<file path="config.mk">
export PLATFORM = sky130hd
export DESIGN_NAME = branch_flag_ctrl
export DESIGN_NICKNAME = d
export VERILOG_FILES = /design/src/rtl/cpu_pkg.sv /design/src/rtl/cond_eval.sv /design/src/rtl/zeroCase.sv /design/src/rtl/branch_flag_ctrl.sv
export SDC_FILE = /design/constraint.sdc
export NUM_CORES = 1
export LEC_CHECK = 0
export CELL_PAD_IN_SITES_DETAIL_PLACEMENT = 1
export CELL_PAD_IN_SITES_GLOBAL_PLACEMENT = 2
export CORE_ASPECT_RATIO = 1.25
export CORE_UTILIZATION = 11
export CTS_BUF_LIST = sky130_fd_sc_hd__clkbuf_2
export CTS_CLUSTER_SIZE = 28
export DETAILED_ROUTE_END_ITERATION = 6
export HOLD_SLACK_MARGIN = 0.15
export PLACE_DENSITY_LB_ADDON = 0.08
export RECOVER_POWER = 25
export SYNTH_ARGS = -nofsm -noshare
export SYNTH_HDL_FRONTEND = slang
export SYNTH_HIERARCHICAL = 1
export SYNTH_SLANG_ARGS = --single-unit
</file>
<file path="constraint.sdc">
create_clock -name clk -period 2.5 [get_ports clk]
set_clock_uncertainty 0.2 [all_clocks]
set_input_delay 0.5 -clock clk [delete_from_list [all_inputs] [get_ports clk]]
set_output_delay 0.5 -clock clk [all_outputs]
set_load 0.05 [all_outputs]
</file>
<file path="src/rtl/cpu_pkg.sv">
// Shared CPU definitions: branch types, ARM condition codes, branch/flag
// controller states and NZCV bit positions.
package cpu_pkg;

    typedef enum logic [1:0] {
        BR_B    = 2'd0,
        BR_CBZ  = 2'd1,
        BR_CBNZ = 2'd2,
        BR_COND = 2'd3
    } br_type_e;

    localparam logic [3:0] COND_EQ = 4'h0;
    localparam logic [3:0] COND_NE = 4'h1;
    localparam logic [3:0] COND_HS = 4'h2;
    localparam logic [3:0] COND_LO = 4'h3;
    localparam logic [3:0] COND_MI = 4'h4;
    localparam logic [3:0] COND_PL = 4'h5;
    localparam logic [3:0] COND_VS = 4'h6;
    localparam logic [3:0] COND_VC = 4'h7;
    localparam logic [3:0] COND_HI = 4'h8;
    localparam logic [3:0] COND_LS = 4'h9;
    localparam logic [3:0] COND_GE = 4'hA;
    localparam logic [3:0] COND_LT = 4'hB;
    localparam logic [3:0] COND_GT = 4'hC;
    localparam logic [3:0] COND_LE = 4'hD;
    localparam logic [3:0] COND_AL = 4'hE;

    typedef enum logic [1:0] {
        IDLE  = 2'd0,
        WAIT  = 2'd1,
        FLUSH = 2'd2
    } bfc_state_e;

    localparam int FLAG_N = 3;
    localparam int FLAG_Z = 2;
    localparam int FLAG_C = 1;
    localparam int FLAG_V = 0;

endpackage

</file>
<file path="src/rtl/cond_eval.sv">
// ARM condition-code evaluator: purely combinational (cond, nzcv) -> pass.
module cond_eval
    import cpu_pkg::*;
(
    input  logic [3:0] cond,
    input  logic [3:0] nzcv,
    output logic       pass
);
    logic n, z, c, v;

    assign n = nzcv[FLAG_N];
    assign z = nzcv[FLAG_Z];
    assign c = nzcv[FLAG_C];
    assign v = nzcv[FLAG_V];

    always_comb begin
        pass = 1'b1;
        case (cond)
            COND_EQ: pass = z;
            COND_NE: pass = !z;
            COND_HS: pass = c;
            COND_LO: pass = !c;
            COND_MI: pass = n;
            COND_PL: pass = !n;
            COND_VS: pass = v;
            COND_VC: pass = !v;
            COND_HI: pass = c && !z;
            COND_LS: pass = !c || z;
            COND_GE: pass = (n == v);
            COND_LT: pass = (n != v);
            COND_GT: pass = !z && (n == v);
            COND_LE: pass = z || (n != v);
            default: pass = 1'b1;
        endcase
    end
endmodule

</file>
<file path="src/rtl/zeroCase.sv">
// 64-bit zero detector.
module zeroCase (
    input  logic [63:0] value,
    output logic        zero
);
    assign zero = ~|value;
endmodule

</file>
<file path="src/rtl/branch_flag_ctrl.sv">
// Branch-resolution controller: owns NZCV, resolves the decode-stage branch
// with EX flag forwarding, and sequences operand-wait stalls and flushes.
//
// state | meaning
// IDLE  | no branch pending; resolve immediately when possible
// WAIT  | CBZ/CBNZ stalled until br_operand_ready
// FLUSH | one-cycle squash of decode after a taken branch
module branch_flag_ctrl
    import cpu_pkg::*;
#(
    parameter int WIDTH    = 64,
    parameter int MAX_WAIT = 4
) (
    input  logic             clk,
    input  logic             reset,
    input  logic             ex_set_flags,
    input  logic [WIDTH-1:0] ex_result,
    input  logic [2:0]       ex_nzcv_ncv,
    input  logic             br_valid,
    input  logic [1:0]       br_type,
    input  logic [3:0]       br_cond,
    input  logic [WIDTH-1:0] br_operand,
    input  logic             br_operand_ready,
    output logic             stall,
    output logic             flush,
    output logic             resolve_valid,
    output logic             taken,
    output logic [3:0]       flags_q,
    output logic             wait_timeout
);
    localparam int CNT_W = $clog2(MAX_WAIT + 1);
    localparam logic [CNT_W-1:0] CNT_MAX = CNT_W'(MAX_WAIT);
    localparam logic [CNT_W-1:0] CNT_ONE = CNT_W'(1);

    bfc_state_e       state, state_next;
    logic [CNT_W-1:0] wait_cnt, wait_cnt_next;
    logic             ex_zero, op_zero, cond_pass;
    logic [3:0]       ex_flags, eff_flags;
    br_type_e         br_kind;
    logic             needs_op, take_result, resolve, timeout_set;

    zeroCase u_zero_ex (.value(ex_result),  .zero(ex_zero));
    zeroCase u_zero_op (.value(br_operand), .zero(op_zero));

    assign ex_flags  = {ex_nzcv_ncv[2], ex_zero, ex_nzcv_ncv[1], ex_nzcv_ncv[0]};
    // Forward EX flags so a B.cond right behind a flag-setter sees them.
    assign eff_flags = ex_set_flags ? ex_flags : flags_q;

    cond_eval u_cond (.cond(br_cond), .nzcv(eff_flags), .pass(cond_pass));

    assign br_kind  = br_type_e'(br_type);
    assign needs_op = (br_kind == BR_CBZ) || (br_kind == BR_CBNZ);

    always_comb begin
        take_result = 1'b1;
        case (br_kind)
            BR_B:    take_result = 1'b1;
            BR_CBZ:  take_result = op_zero;
            BR_CBNZ: take_result = !op_zero;
            BR_COND: take_result = cond_pass;
            default: take_result = 1'b1;
        endcase
    end

    always_comb begin
        state_next    = state;
        wait_cnt_next = wait_cnt;
        stall         = 1'b0;
        flush         = 1'b0;
        resolve       = 1'b0;
        timeout_set   = 1'b0;
        case (state)
            IDLE: begin
                if (br_valid) begin
                    if (needs_op && !br_operand_ready) begin
                        stall         = 1'b1;
                        state_next    = WAIT;
                        wait_cnt_next = CNT_ONE;
                        timeout_set   = (CNT_ONE >= CNT_MAX);
                    end else begin
                        resolve    = 1'b1;
                        state_next = take_result ? FLUSH : IDLE;
                    end
                end
            end
            WAIT: begin
                if (!br_valid) begin
                    state_next    = IDLE;
                    wait_cnt_next = '0;
                end else if (br_operand_ready || !needs_op) begin
                    resolve       = 1'b1;
                    wait_cnt_next = '0;
                    state_next    = take_result ? FLUSH : IDLE;
                end else begin
                    stall = 1'b1;
                    if (wait_cnt != CNT_MAX) begin
                        wait_cnt_next = wait_cnt + CNT_ONE;
                    end
                    timeout_set = (wait_cnt_next == CNT_MAX);
                end
            end
            FLUSH: begin
                flush      = 1'b1;
                state_next = IDLE;
            end
            default: state_next = IDLE;
        endcase
    end

    always_ff @(posedge clk or negedge reset) begin
        if (!reset) begin
            state         <= IDLE;
            wait_cnt      <= '0;
            flags_q       <= '0;
            resolve_valid <= 1'b0;
            taken         <= 1'b0;
            wait_timeout  <= 1'b0;
        end else begin
            state         <= state_next;
            wait_cnt      <= wait_cnt_next;
            resolve_valid <= resolve;
            taken         <= resolve && take_result;
            wait_timeout  <= wait_timeout || timeout_set;
            // The EX instruction is older than any branch, so it always commits.
            if (ex_set_flags) begin
                flags_q <= ex_flags;
            end
        end
    end

endmodule

</file>
Figure 1. Track usage over the die.
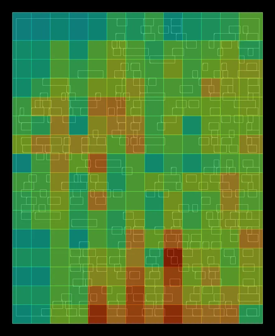
DR WL/cell: 16.56 µm
total track usage: 12.98%

Figure 2. Where the registers sit.
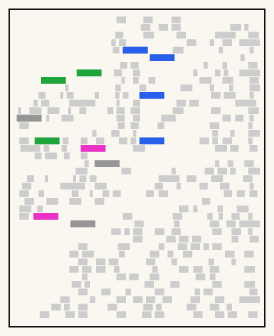
| colour | signal | placed flops |
|---|---|---|
| magenta | state | 2 |
| blue | flags_q | 4 |
| green | wait_cnt | 3 |
not coloured: 3
area taken by flip-flops and latches: 300.3 µm²
P_seq: 226 µW
flop share of the area: 10.31%
fin util: 30.16%

Figure 3. Layout detail.
Region (56, 16) to (81, 41) µm. Cells in grey, sequential cells in the stronger grey; small squares are vias.
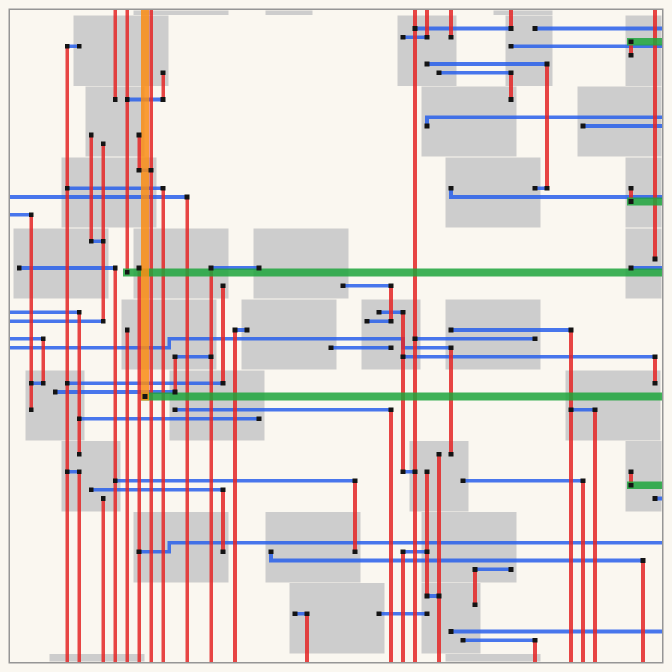
| colour | layer |
|---|---|
| red | met2 |
| blue | met1 |
| green | met3 |
| orange | met4 |
cells with their middle in the window: 27
sequential cells in the window: 0
most frequent: clkdlybuf4s50_1 (14), nor4_1 (6), clkdlybuf4s15_1 (3)

Figure 4. Floorplan with the power grid.
The bar under the picture is 20 µm long. Pins as bars on the die edge. Tap cells in grey.
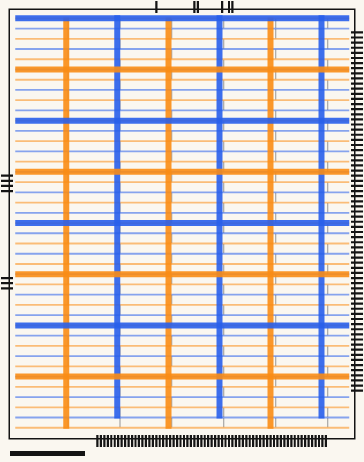
| colour | net |
|---|---|
| orange | VSS |
| blue | VDD |
rows: 40
tap cells: 126
signal pins: 151
met4 straps: 6
met1 rails: 41
Core ar.: 9659 µm²
Die W: 91.39 µm
peak supply drop: 0.1977 mV
die height: 113.7 µm

Figure 5. Signal wires by layer.
Only two layers are drawn.
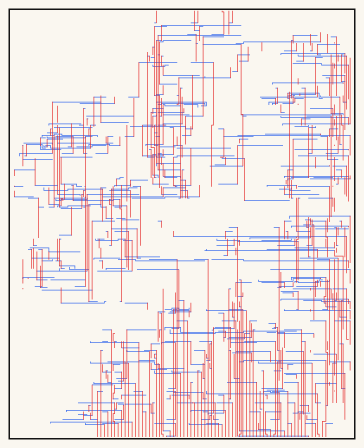
| colour | layer | wire length |
|---|---|---|
| blue | met1 | 2680 µm |
| red | met2 | 3610 µm |
detailed-route via count: 1667
Post-Route WL: 6.789 mm

==> run_results.csv <==
group,metric,value,unit
power_and_ir_drop,powerClk,107,µW
power_and_ir_drop,switching_power,255.7,µW
final_layout,nNonClkInverters,7,
critical_path,critPathMaxFanout,3,
power_and_ir_drop,leakagePower,1.136,nW
flow_run,maxCapViolations,0,
final_layout,non_clock_buffer_count,165,
timing,final-setup-viol-count,2,
timing,drv_slew,0,
detailed_routing,ant_nets,0,
detailed_routing,wl_met3,481,µm
clocking,clk_latency,0.28,ns
yosys,area_leaders,"dfrtp_1, nor4_1, ha_1, nand4_1, nor4_2",
placement,placedCellCount,404,
timing,fmax,0.3910,GHz
clocking,cts_tree,"yes",
final_layout,final_nets,433,
timing,fin_ws,-0.05785,ns
critical_path,r2r_start,"flags_q[3]$_DFF_PN0_",
power_and_ir_drop,clkPwrFrac,14.1,%
final_layout,reg_top3,"flags_q (4), wait_cnt (3), state (2)",
min_path,hp-class,"flip-flop to flip-flop",
final_layout,largest_reg_flops,4,
clocking,post_cts_buffers,2,
final_layout,lay_top_count,"clkdlybuf4s50_1",
final_layout,comb_cells,96,
min_path,worstHoldPathCells,2,
yosys,synthAoiAreaFrac,14.01,%
run_status,failed_checks,"setup timing",
yosys,yosys_area,1099,µm²
run_status,outcome,"finished with violations",
Power and IR drop assume default switching activity.
